==> images/metal_stack.png <==
Scale: 1.5 px per um. Only two layers are drawn.
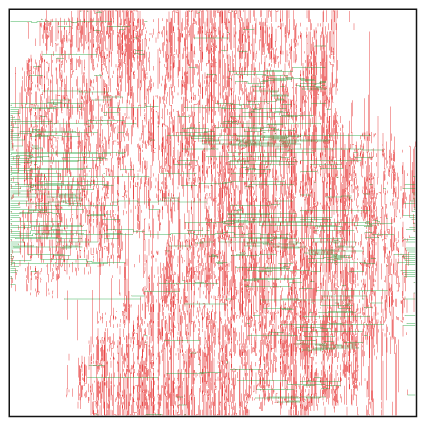
==> images/drive_strength.png <==
Scale: 1.5 px per um.
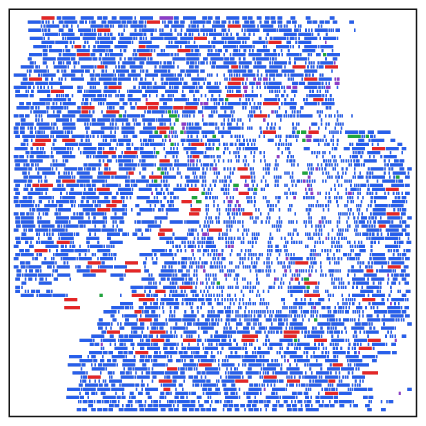
==> images/port_nets.png <==
Scale: 1 px per um.
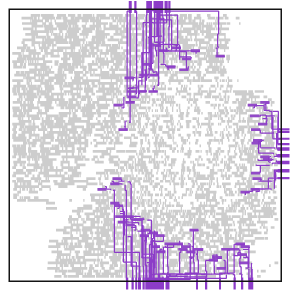
==> images/final_placement.png <==
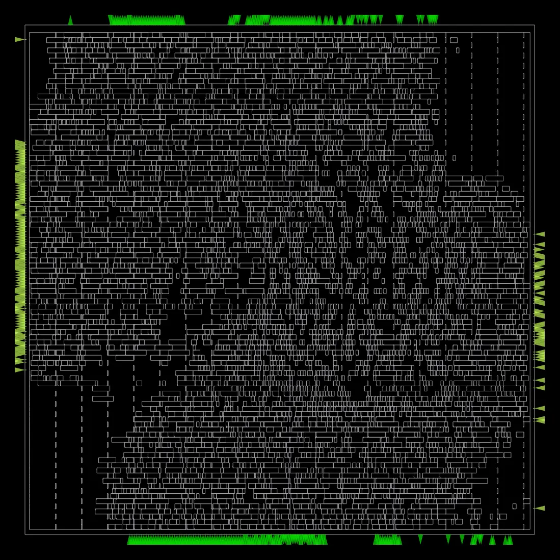
==> images/pins.png <==
Scale: 1.5 px per um. Pins as bars across the die edge, other pins in gray.
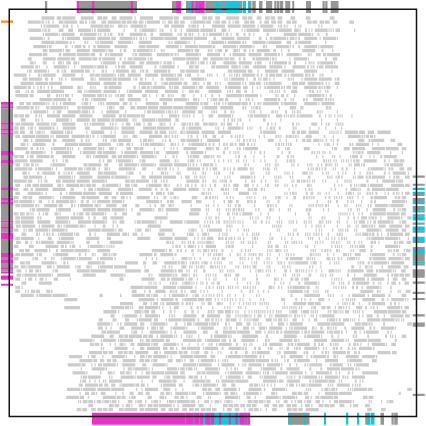
<file path="config.mk">
export PLATFORM = sky130hd
export DESIGN_NAME = div_12864_flat
export DESIGN_NICKNAME = d
export VERILOG_FILES = /design/src/rtl/div_12864_if.sv /design/src/rtl/div_12864.sv /design/src/flat_wrapper.sv
export SDC_FILE = /design/constraint.sdc
export NUM_CORES = 1
export LEC_CHECK = 0
export ABC_AREA = 1
export CAP_MARGIN = 20
export CORE_MARGIN = 2
export CORE_UTILIZATION = 43
export CTS_CLUSTER_SIZE = 12
export DETAILED_ROUTE_END_ITERATION = 16
export PLACE_DENSITY = 0.68
export RECOVER_POWER = 50
export SLEW_MARGIN = 20
export SYNTH_ARGS = -nofsm -noshare
export SYNTH_HDL_FRONTEND = slang
export SYNTH_SLANG_ARGS = --single-unit
</file>
<file path="constraint.sdc">
create_clock -name clk -period 3.8 [get_ports clk]
set_clock_uncertainty 0.2 [all_clocks]
set_input_delay 0.76 -clock clk [delete_from_list [all_inputs] [get_ports clk]]
set_output_delay 0.76 -clock clk [all_outputs]
set_load 0.03 [all_outputs]
</file>
<file path="src/rtl/div_12864_if.sv">
// div_12864_if: operand/result bundle for the 128/64 sequential divider.
//
// Signals:
//   a       [127:0]  dividend (driven by master)
//   b       [63:0]   divisor  (driven by master)
//   q       [127:0]  quotient  floor(a/b) (driven by slave)
//   r       [63:0]   remainder a mod b   (driven by slave)
//   div0             divisor was zero at load (driven by slave)
//   ready_n          low while q, r, div0 are valid (driven by slave)
//
// Modports: master = operand source / result consumer, slave = divider.
interface div_12864_if;
  logic [127:0] a;
  logic [63:0]  b;
  logic [127:0] q;
  logic [63:0]  r;
  logic         div0;
  logic         ready_n;

  modport master (
    output a,
    output b,
    input  q,
    input  r,
    input  div0,
    input  ready_n
  );

  modport slave (
    input  a,
    input  b,
    output q,
    output r,
    output div0,
    output ready_n
  );
endinterface

</file>
<file path="src/rtl/div_12864.sv">
// div_12864: sequential restoring divider, 128-bit dividend / 64-bit divisor,
// one quotient bit per clock. Used to reduce a 128-bit product modulo a
// 64-bit modulus.
//
// Ports:
//   clk        rising-edge clock
//   rst_n      asynchronous active-low reset; its release starts an operation
//   bus        div_12864_if.slave: a, b in; q, r, div0, ready_n out
//   dbg_state  current FSM state (IDLE=0, LOAD=1, RUN=2, DONE=3)
//
// Handshake: there is no valid/ready pair. Releasing rst_n acts as "start":
// a and b are sampled on the first rising edge with rst_n=1 (edge 1) and are
// ignored afterwards. ready_n falling low means "done": q, r and div0 are
// valid from then on and stay constant until rst_n is asserted again.
// Asserting rst_n aborts at once and clears every output. Latency is 129
// clocks for a nonzero divisor and 2 clocks for a zero divisor.
module div_12864 (
  input  logic        clk,
  input  logic        rst_n,
  div_12864_if.slave  bus,
  output logic [1:0]  dbg_state
);

  typedef enum logic [1:0] {
    IDLE = 2'd0,
    LOAD = 2'd1,
    RUN  = 2'd2,
    DONE = 2'd3
  } state_t;

  state_t state;
  state_t state_nxt;

  logic [127:0] d_reg;     // dividend, shifted out MSB first
  logic [63:0]  b_reg;     // latched divisor
  logic [63:0]  p_reg;     // partial remainder
  logic [127:0] q_reg;     // quotient, shifted in LSB first
  logic [6:0]   cnt;       // iteration index 0..127

  logic [127:0] q_out;
  logic [63:0]  r_out;
  logic         div0_out;
  logic         ready_n_out;

  // Iteration datapath. T needs 65 bits because the shifted remainder can
  // reach 2*B-1. When T >= B the difference is below B < 2^64, so taking it
  // modulo 2^64 is exact and the stored remainder never needs a 65th bit.
  logic [64:0]  t_val;
  logic [63:0]  diff;
  logic         q_bit;
  logic [63:0]  p_nxt;
  logic [127:0] q_shift;
  logic         last_iter;
  logic         b_zero;

  always_comb begin
    t_val     = {p_reg, d_reg[127]};
    diff      = t_val[63:0] - b_reg;
    q_bit     = (t_val >= {1'b0, b_reg});
    p_nxt     = q_bit ? diff : t_val[63:0];
    q_shift   = {q_reg[126:0], q_bit};
    last_iter = (cnt == 7'd127);
    b_zero    = (b_reg == 64'd0);
  end

  // State register
  always_ff @(posedge clk or negedge rst_n) begin
    if (!rst_n) begin
      state <= IDLE;
    end else begin
      state <= state_nxt;
    end
  end

  // Next-state logic. LOAD performs the first iteration (edge 2), so RUN
  // covers iterations 1..127 and exits on the one with cnt == 127.
  always_comb begin
    state_nxt = state;
    case (state)
      IDLE:    state_nxt = LOAD;
      LOAD:    state_nxt = b_zero ? DONE : RUN;
      RUN:     state_nxt = last_iter ? DONE : RUN;
      DONE:    state_nxt = DONE;
      default: state_nxt = IDLE;
    endcase
  end

  // Datapath and registered outputs
  always_ff @(posedge clk or negedge rst_n) begin
    if (!rst_n) begin
      d_reg       <= '0;
      b_reg       <= '0;
      p_reg       <= '0;
      q_reg       <= '0;
      cnt         <= '0;
      q_out       <= '0;
      r_out       <= '0;
      div0_out    <= 1'b0;
      ready_n_out <= 1'b1;
    end else begin
      case (state)
        IDLE: begin
          d_reg <= bus.a;
          b_reg <= bus.b;
          p_reg <= '0;
          q_reg <= '0;
          cnt   <= '0;
        end
        LOAD, RUN: begin
          if (state == LOAD && b_zero) begin
            // Divide by zero: saturated quotient, dividend low half as remainder.
            q_out       <= '1;
            r_out       <= d_reg[63:0];
            div0_out    <= 1'b1;
            ready_n_out <= 1'b0;
          end else begin
            d_reg <= {d_reg[126:0], 1'b0};
            p_reg <= p_nxt;
            q_reg <= q_shift;
            cnt   <= cnt + 7'd1;
            if (last_iter) begin
              q_out       <= q_shift;
              r_out       <= p_nxt;
              ready_n_out <= 1'b0;
            end
          end
        end
        default: begin
          // DONE: everything holds until the next reset pulse.
        end
      endcase
    end
  end

  assign bus.q       = q_out;
  assign bus.r       = r_out;
  assign bus.div0    = div0_out;
  assign bus.ready_n = ready_n_out;
  assign dbg_state   = state;

endmodule

</file>
<file path="src/flat_wrapper.sv">
// flat-port wrapper written by rule: the top's interface ports become plain ports
module div_12864_flat 
  (clk, rst_n, dbg_state, bus_a, bus_b, bus_q, bus_r, bus_div0, bus_ready_n);
  div_12864_if bus_i ();
  input  logic clk;
  input  logic rst_n;
  output logic [1:0] dbg_state;
  input wire logic [$bits(bus_i.a)-1:0] bus_a;
  input wire logic [$bits(bus_i.b)-1:0] bus_b;
  output wire logic [$bits(bus_i.q)-1:0] bus_q;
  output wire logic [$bits(bus_i.r)-1:0] bus_r;
  output wire logic [$bits(bus_i.div0)-1:0] bus_div0;
  output wire logic [$bits(bus_i.ready_n)-1:0] bus_ready_n;
  assign bus_i.a = bus_a;
  assign bus_i.b = bus_b;
  assign bus_q = bus_i.q;
  assign bus_r = bus_i.r;
  assign bus_div0 = bus_i.div0;
  assign bus_ready_n = bus_i.ready_n;
  div_12864 u_core (.clk(clk), .rst_n(rst_n), .bus(bus_i), .dbg_state(dbg_state));
endmodule
</file>
==> flow_summary.ini <==
; yosys + openroad results
[status]
outcome = finished, violations left
violations = capacitance limit, slew limit

[yosys]
syn-instance-count = 3937
yosys-top-cells-count = nand2_1 (1074), inv_1 (657), dfrtp_1 (585)
synth_cell_types = 44
topCellsByArea = dfrtp_1 (48%), nand2_1 (13%), inv_1 (8.1%), nor2_1 (4.2%), o221ai_1 (3.6%)
ys_seq_elements = 586
most_common_cell = nand2_1
edf_count = 0
synth_top_area_share = 0.4792
syn_area_um2 = 30550
fp_nets = 4201

[timing]
setup_viol = 0
fin_crit_ns = 3.240
maxSlewViolCount = 64
grt_setup_unrepaired = no
finalClockPeriodUsage = 0.8526

[final_layout]
sh_comb_area = 0.3298
lay_top_cells = nand2_1 (1071), inv_1 (656), dfrtp_1 (585)
drive_above_1_share = 0.05380
nets = 4525
fin_cells = 5257
synthToLayoutAreaGrowth_pct = 23.57
final-nonclk-buf-share = 0.1192
final-seq-area_um2 = 14670
clock_buffers = 101
logic_area_um2 = 12450

[clock_tree]
cts_buffers = 68
post-cts-setup-buffers = 0
clk_pin_slew_ns = 0.06
cts_resized = 0
cts_root_buffer = clkbuf_16

[run]
drv_cap = 1

[power_and_ir_drop]
sequentialPowerShare = 0.356
p_per_area_nw_per_um2 = 505.4
p_leak_uw = 0.01872
p_switching_uw = 6712
switching_share = 0.3518
vdd_drop_max_mv = 0.3393

[place]
io_buffers = 389
dp_slack_ns = 0.5832
dpl.hpwl_um = 77960

[hold_path]
hp-start = u_core.bus.ready_n$_DFFE_PN1P_
hold_path.class = reg2reg

[detailed_routing]
wl_met2_um = 49460
ant_nets = 0
met1_length_um = 46340
routed_wl_um = 106500
wl_met3_um = 7979
wl_per_cell_um = 20.26

[worst_setup_path]
crit_type = reg2reg
rrSetupSlack_ns = 0.56
startpoint = u_core.b_reg[3]$_DFFE_PN0P_
r2r_cells = 17
crit_buf_inv = 3
crit_path_top_delay_cell = dfrtp_1
reg2reg_from = u_core.b_reg[3]$_DFFE_PN0P_
cp.required_ns = 4.09

[die]
ios = 390
die_y_um = 270.5
die_w_um = 270.5
die_area_um2 = 73190
rows = 97

[global_route]
grt_pass1_wl_um = 165300
Back to the opening pictures, metal_stack.png:
met3 -> green  # wire length 7980 um
met2 -> red  # wire length 49.5 mm

Back to the opening pictures, drive_strength.png:
drive 2 -> purple  # cells 81, share 1.9%
drive 6 and up -> red  # cells 116, share 2.7%
drive 3 to 4 -> green  # cells 35, share 0.81%
drive 1 or less -> blue  # cells 4080, share 95%

Back to the opening pictures, port_nets.png:
bus_r -> purple  # direction output, edge 32 south, 19 north, 13 east, end cells 64, buffers 64, wire 4330 um

Back to the opening pictures, final_placement.png:
Core ar.: 70150 um2
num sequential: 586

Back to the opening pictures, pins.png:
clk -> orange  # pins 1, direction input, edge west
bus_r -> cyan  # pins 64, direction output, edge 32 south, 19 north, 13 east
bus_a -> magenta  # pins 128, direction input, edge 90 south, 26 west, 12 north

==> power by group through the flow <==
stage | Sequential [uW] | Combinational, uW | Clock (uW)
final | 6790 | 5390 | 6900
after global routing | 6820 | 5960 | 7260
after CTS | 6780 | 5300 | 7000
after detailed placement | 6880 | 5270 | 0
after global placement | 6880 | 5300 | 0
after floorplan | 6800 | 3480 | 0
==> logic make-up (layout without fill, tap and decap cells) <==
kind of cell / after synthesis / count (layout) / synth area share
fa+ha+maj: 70 / 70 / 0.02892
buf+inv: 873 / 1248 / 0.1146
flops: 586 / 586 / 0.4801
simple gates: 1699 / 1699 / 0.2270
compound gates: 674 / 674 / 0.1394
other cells: 0 / 5 / 0
xor+xnor: 35 / 35 / 0.01003
Power and IR drop assume default switching activity.
